### src/rtl/alu_mp_seq_pkg.sv
// Shared types and constants for the multi-precision alu sequencer.
// FSM state encoding, alu status bit positions, and the alu opcodes
// used by integration benches.
package alu_mp_pkg;

   typedef enum logic [1:0] {
      IDLE = 2'd0,
      EXEC = 2'd1,
      DONE = 2'd2
   } state_t;

   // Bit positions inside the alu Status vector {CF,ZF,NF,VF,PF,AF}
   localparam int CF_IDX = 5;
   localparam int ZF_IDX = 4;
   localparam int NF_IDX = 3;
   localparam int VF_IDX = 2;
   localparam int PF_IDX = 1;
   localparam int AF_IDX = 0;

   // alu F decode for the two carry-chaining operations
   localparam logic [4:0] ALU_OP_ADD = 5'd0;
   localparam logic [4:0] ALU_OP_SUB = 5'd1;

endpackage

### src/rtl/alu_mp_seq.sv
// Multi-precision operation sequencer feeding an external combinational
// 16-bit alu one word per cycle, LS word first, with optional CF->Cin
// chaining and aggregated status.
// Optional build: ALU_MP_BYPASS_EN lets a new operation be accepted on the
// same edge the finished result is consumed (no IDLE bubble).
module alu_mp_seq
   import alu_mp_pkg::*;
#(
   parameter int WORDS = 2,
   parameter int LEN_W = 2
) (
   input  logic                  clk,
   input  logic                  rst_n,
   input  logic                  in_valid,
   output logic                  in_ready,
   input  logic [16*WORDS-1:0]   op_a,
   input  logic [16*WORDS-1:0]   op_b,
   input  logic [4:0]            op_f,
   input  logic                  op_cin,
   input  logic                  op_chain,
   input  logic [LEN_W-1:0]      op_len,
   output logic [15:0]           alu_a,
   output logic [15:0]           alu_b,
   output logic [4:0]            alu_f,
   output logic                  alu_cin,
   input  logic [15:0]           alu_result,
   input  logic [5:0]            alu_status,
   output logic                  out_valid,
   input  logic                  out_ready,
   output logic [16*WORDS-1:0]   out_result,
   output logic [5:0]            out_status
);

   localparam logic [LEN_W-1:0] MAX_LEN = LEN_W'(WORDS - 1);

   state_t                        state;
   logic [WORDS-1:0][15:0]        a_q, b_q, res_q, res_nxt;
   logic [4:0]                    f_q;
   logic                          cin_q, chain_q;
   logic [LEN_W-1:0]              len_q, idx_q;
   logic                          carry_q, zf_acc, pf_q, af_q;
   logic [15:0]                   cur_a, cur_b;
   logic [1:0]                    pf_af;
   logic [5:0]                    status_nxt;
   logic                          accept;
   logic                          exec;

   assign exec = (state == EXEC);

   // Ready only while reset is released; DONE may also accept in the bypass build
`ifdef ALU_MP_BYPASS_EN
   assign in_ready = rst_n & ((state == IDLE) | ((state == DONE) & out_ready));
`else
   assign in_ready = rst_n & (state == IDLE);
`endif
   assign accept = in_valid & in_ready;

   // Select the current word and fold the alu result into the working buffer
   always_comb begin
      cur_a   = '0;
      cur_b   = '0;
      res_nxt = res_q;
      for (int i = 0; i < WORDS; i++) begin
         if (idx_q == LEN_W'(i)) begin
            cur_a      = a_q[i];
            cur_b      = b_q[i];
            res_nxt[i] = alu_result;
         end
      end
   end

   // Final flags: CF/NF/VF from the top word, ZF over all words, PF/AF from word 0
   always_comb begin
      pf_af      = (idx_q == '0) ? {alu_status[PF_IDX], alu_status[AF_IDX]} : {pf_q, af_q};
      status_nxt = {alu_status[CF_IDX], zf_acc & alu_status[ZF_IDX],
                    alu_status[NF_IDX], alu_status[VF_IDX], pf_af};
   end

   // alu drive is forced to zero whenever no word is being executed
   always_comb begin
      alu_a   = exec ? cur_a : 16'h0;
      alu_b   = exec ? cur_b : 16'h0;
      alu_f   = exec ? f_q   : 5'h0;
      alu_cin = exec ? (((idx_q == '0) || !chain_q) ? cin_q : carry_q) : 1'b0;
   end

   // Sequencer FSM: latch request, walk words, hold result until consumed
   always_ff @(posedge clk) begin
      if (!rst_n) begin
         state      <= IDLE;
         a_q        <= '0;
         b_q        <= '0;
         res_q      <= '0;
         f_q        <= '0;
         cin_q      <= 1'b0;
         chain_q    <= 1'b0;
         len_q      <= '0;
         idx_q      <= '0;
         carry_q    <= 1'b0;
         zf_acc     <= 1'b0;
         pf_q       <= 1'b0;
         af_q       <= 1'b0;
         out_valid  <= 1'b0;
         out_result <= '0;
         out_status <= '0;
      end else if (accept) begin
         a_q       <= op_a;
         b_q       <= op_b;
         f_q       <= op_f;
         cin_q     <= op_cin;
         chain_q   <= op_chain;
         len_q     <= (op_len > MAX_LEN) ? MAX_LEN : op_len;
         res_q     <= '0;
         idx_q     <= '0;
         carry_q   <= 1'b0;
         zf_acc    <= 1'b1;
         out_valid <= 1'b0;
         state     <= EXEC;
      end else begin
         case (state)
            EXEC: begin
               res_q   <= res_nxt;
               carry_q <= alu_status[CF_IDX];
               zf_acc  <= zf_acc & alu_status[ZF_IDX];
               if (idx_q == '0) begin
                  pf_q <= alu_status[PF_IDX];
                  af_q <= alu_status[AF_IDX];
               end
               if (idx_q == len_q) begin
                  out_result <= res_nxt;
                  out_status <= status_nxt;
                  out_valid  <= 1'b1;
                  state      <= DONE;
               end else begin
                  idx_q <= idx_q + LEN_W'(1);
               end
            end
            DONE: begin
               if (out_ready) begin
                  out_valid <= 1'b0;
                  state     <= IDLE;
               end
            end
            default: state <= IDLE;
         endcase
      end
   end

endmodule
### config.mk
export PLATFORM = sky130hd
export DESIGN_NAME = alu_mp_seq
export DESIGN_NICKNAME = d
export VERILOG_FILES = /design/src/rtl/alu_mp_seq_pkg.sv /design/src/rtl/alu_mp_seq.sv
export SDC_FILE = /design/constraint.sdc
export NUM_CORES = 1
export LEC_CHECK = 0
export ABC_AREA = 0
export CAP_MARGIN = 10
export CORE_UTILIZATION = 40
export CTS_BUF_LIST = sky130_fd_sc_hd__clkbuf_4 sky130_fd_sc_hd__clkbuf_8
export DETAILED_ROUTE_END_ITERATION = 8
export PLACE_DENSITY = 0.7
export SLEW_MARGIN = 10
export SYNTH_ARGS = -nofsm -noshare
export SYNTH_HDL_FRONTEND = slang
export SYNTH_SLANG_ARGS = --single-unit
export TNS_END_PERCENT = 1
### constraint.sdc
create_clock -name clk -period 2.07 [get_ports clk]
set_input_delay 0.207 -clock clk [delete_from_list [all_inputs] [get_ports clk]]
set_output_delay 0.207 -clock clk [all_outputs]
set_load 0.01 [all_outputs]
Figure 1. Supply network (run 1).
The bar under the picture is 50 um long. Pins as bars on the die edge. Tap cells in grey.
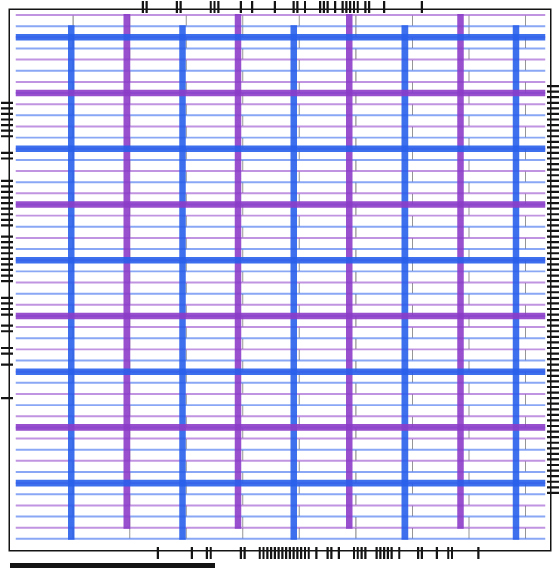
Key: VDD = purple; VSS = blue
177 signal pins sit on the boundary. The core has 47 rows. 220 tap cells. 9 straps on met4.
DIE HEIGHT: 132 um
Core Box Area: 16500 sq um
VDD IR max: 0.399 mV

Figure 2. Cell classes on the final placement (run 1).
The bar under the picture is 50 um long.
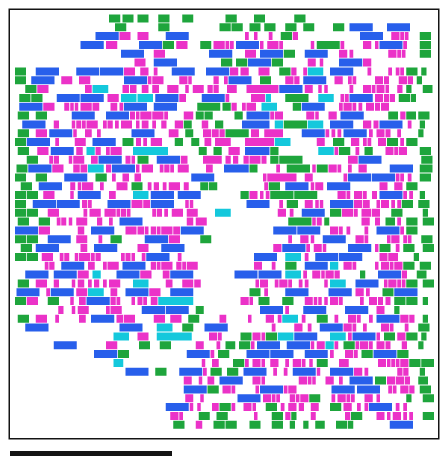
Key: other buffers and delay cells = green [cells 205, share of their area 22%]; clock drivers and dummy loads = cyan [cells 32, share of their area 5.0%]; flip-flops = blue [cells 152, share of their area 34%]; all other logic = magenta [cells 574, share of their area 38%]
sequential share of cell area: 0.333
fin area: 9150 sq um
Site Rows: 47
final core utilization: 0.554

Figure 3. Clock network drawn from the DEF (run 1).
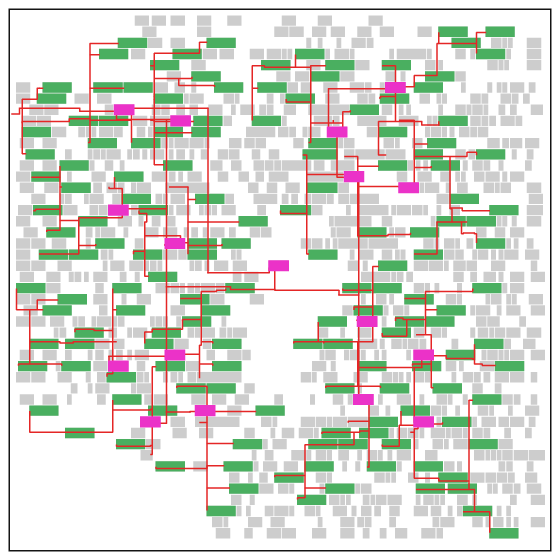
Key: flip-flops = green [count 152]; cells driving clock nets = magenta [count 17]; clock wires = red [length 1830 um]
There are 18 routed clock nets. Position of the flops: all over the die.
clk ins delay skew pair: 0.44 ns
Worst Skew: 0.00868 ns
Clock power frac: 0.387

==> Slide: Implementation Results, run 1 <==
Flow Results at a Glance

Outcome
  • Outcome: finished clean

Power
  • Leakage power: between 0.003 and 0.004 uW

Worst setup path
  • Reg-to-Reg End: res_q[11]
  • Startpoint types: flop
  • Critical path's top delay family: buffers and inverters

STA
  • Max frequency: ~500 MHz
  • Hold WS: 0.111 ns
  • Worst slew pin tran: 0.459 ns
  • Sum Neg Setup Slack: 0 ns

Cells and area
  • Inverters: 2
  • Seq. cell area: 3050 sq um
  • Flops: 152
  • Top cell category: combinational gates
  • Number of logic gates: 572
  • Comb/total area: 0.370
  • Final nets: between 1000 and 1500
  • Layout cells sized above 1: 0.108

Synth
  • Dominant register cell: dfxtp_1
  • Yosys warns: 0
  • Top cells by count, synth: 252 x nand2_1, 152 x dfxtp_1, 74 x a21boi_1
  • Largest cells by area: dfxtp_1 45%, nand2_1 14%, a21boi_1 8.2%
  • Synth flops: roughly 150
  • Cell count after synthesis: approximately 800
  • Synth Seq Share: 0.452
  • Post-synth ARST share: 0

Route
  • Initial drt markers: 364
  • Post-Route WL: about 19 mm

CTS
  • Num CTS Buffers: 17
  • Clock transition at path regs: approximately 0.07 ns

Global routing
  • Largest net degree at the start of global routing: roughly 120
  • GR Overflow Total: 0
  • GRT Overall Usage: 0.214

Min path
  • Hold Path Stages: 3
  • Hold endpoint: out_status[2]

Place
  • Routability cong.: 0.865
  • Hpwl dp: 12.4 mm
  • # port buffers: 176

Run
  • MaxCap Viol Count: 0

Floorplan
  • Floorplan utilization: 0.408
  • Die width: 132 um
-- run 1: where the power goes --
group          internal [uW]  leakage [uW]  switching, uW
Clock                   1410      0.000227           1060
Sequential              3040       0.00124           67.9
Combinational            430       0.00221            371
-- run 1: metal layers --
metal / global-route usage / vias to the layer above / part of all wire
met3: 0.0484 / 19 / 0.069
met5: 0 / - / 0
li1: - / 3019 / -
met1: 0.294 / 2789 / 0.47
met2: 0.334 / 224 / 0.45
met4: 0.0627 / 0 / 0.011
-- run 1: kinds of logic after synthesis --
family / synth area share
AND/OR/NAND/NOR: 0.238
adder cells (fa/ha/maj): 0.00371
AND-OR/OR-AND: 0.185
flip-flops: 0.452
multiplexers: 0.0609
buffers and inverters: 0.0552
XOR/XNOR: 0.00483
==> inputs of run 2 (changes only) <==
==> constraint.sdc (replaced) <==
create_clock -name clk -period 2.07 [get_ports clk]
set_input_delay 0.207 -clock clk [delete_from_list [all_inputs] [get_ports clk]]
set_output_delay 0.207 -clock clk [all_outputs]
set_load 0.1 [all_outputs]
Figure 4. Routed metal, one colour a layer (run 2).
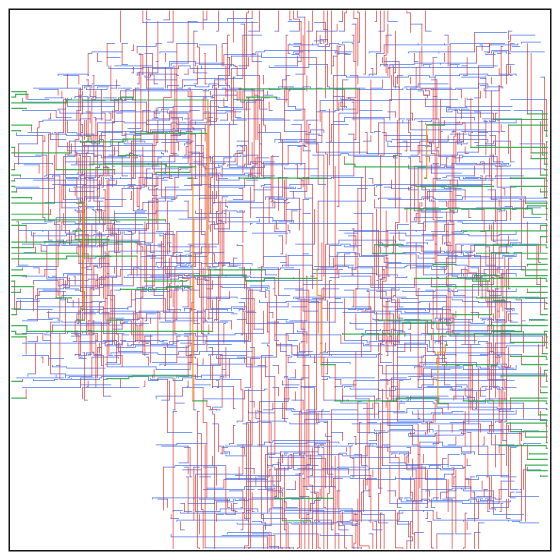
Key: met2 = red [wire length 8960 um]; met1 = blue [wire length 9120 um]; met3 = green [wire length 1270 um]; met4 = orange [wire length 173 um]
via count: 6170
GRT Overall Usage: 0.226
Post-Route WL: 19.5 mm

==> run 2 against run 1 <==
  * Clock power about the same
  * Via count increased by 2.0%
  * First-iteration DRC count increased by 6.0%
  * Die area unchanged
  * Clock skew increased by 0.0058 ns
  * Routed wire length increased by 4.7%
  * Flip-flop count unchanged
  * Sequential power about the same
  * Worst hold slack improved by 0.032 ns
  * Synthesized area unchanged
  * Utilization increased by 4.9 points
==> Slide: Implementation Results, run 2 <==
Flow Results at a Glance

Synth
  • Cell count after synthesis: 802
  • Yosys warns: 0
  • Simple-gate share of the synthesized area: 0.238
  • Largest cells by area: dfxtp_1 45%, nand2_1 14%, a21boi_1 8.2%
  • Top cells by count, synth: 252 x nand2_1, 152 x dfxtp_1, 74 x a21boi_1
  • Aoi share: 0.185
  • Adder Area Share: 0.00371
  • XOR/XNOR Area Share: 0.00483
  • Synth flops: around 150

Cells and area
  • Final nets: 1050
  • Final core utilization: 0.603
  • Layout cells sized above 1: 0.197
  • Fin area: 9960 sq um

STA
  • Max frequency: 486 MHz
  • Worst Skew: roughly 0.014 ns
  • Hold WS: 0.142 ns
  • Worst slew pin tran: between 0.7 and 0.8 ns

Power
  • Pint: 4850 uW
  • Seq power: ~3100 uW
  • Clock power frac: 0.362
  • Leading power group: registers
  • Clock Power: 2440 uW
  • Leakage power: 0.00388 uW
  • Logic power comb: around 1200 uW

CTS
  • Clk ins delay skew pair: roughly 0.46 ns
  • Num CTS Buffers: 17
  • Clock transition at path regs: approximately 0.08 ns

Floorplan
  • Core Box Area: around 17000 sq um
  • Site Rows: between 40 and 50

Worst setup path
  • Startpoint types: flop
  • Reg-to-Reg End: out_status[5]

Outcome
  • Outcome: finished clean

Global routing
  • Largest net degree at the start of global routing: 74

Run
  • MaxCap Viol Count: 0

Place
  • Routability cong.: 0.817
Figure 5. Supply network (run 2).
The bar under the picture is 50 um long. Pins as bars on the die edge. Tap cells in grey.
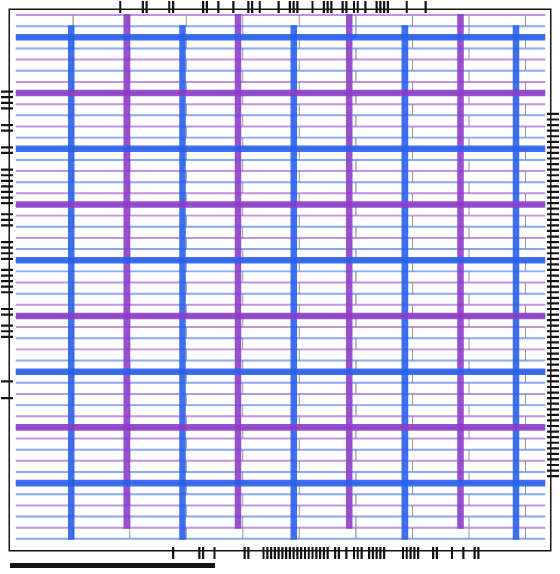
Key: VDD = purple; VSS = blue
48 met1 rails follow the rows. 177 signal pins sit on the boundary. 9 straps on met5.
VDD IR max: 0.474 mV
die width: 132 um

## run 2: final cells by class
type	instances	area, sq um	share of cell area
multi-input cells	572	3760	0.377
well taps	220	275	0.0276
repair buffers	204	2440	0.245
flip-flops and latches	152	3050	0.306
clock buffers	21	270	0.0271
inverters	2	10.0	0.00100
clock inverters	9	150	0.0151
## run 2: worst max-delay path: stages, from the launching register on
cell,delay (ns)
dfxtp_2,0.36
inv_4,0.05
ha_4,0.19
buf_12,0.17
nand3b_1,0.22
a21oi_4,0.20
buf_12,0.19
## run 2: routing by layer
metal	up-vias	global-route usage	routed length [um]
met5	-	0	0
met4	0	0.0614	173
met3	17	0.0546	1270
met2	192	0.362	8960
met1	2931	0.303	9120
li1	3030	-	-
No activity file was given, so power comes from the tool's default toggle rates.
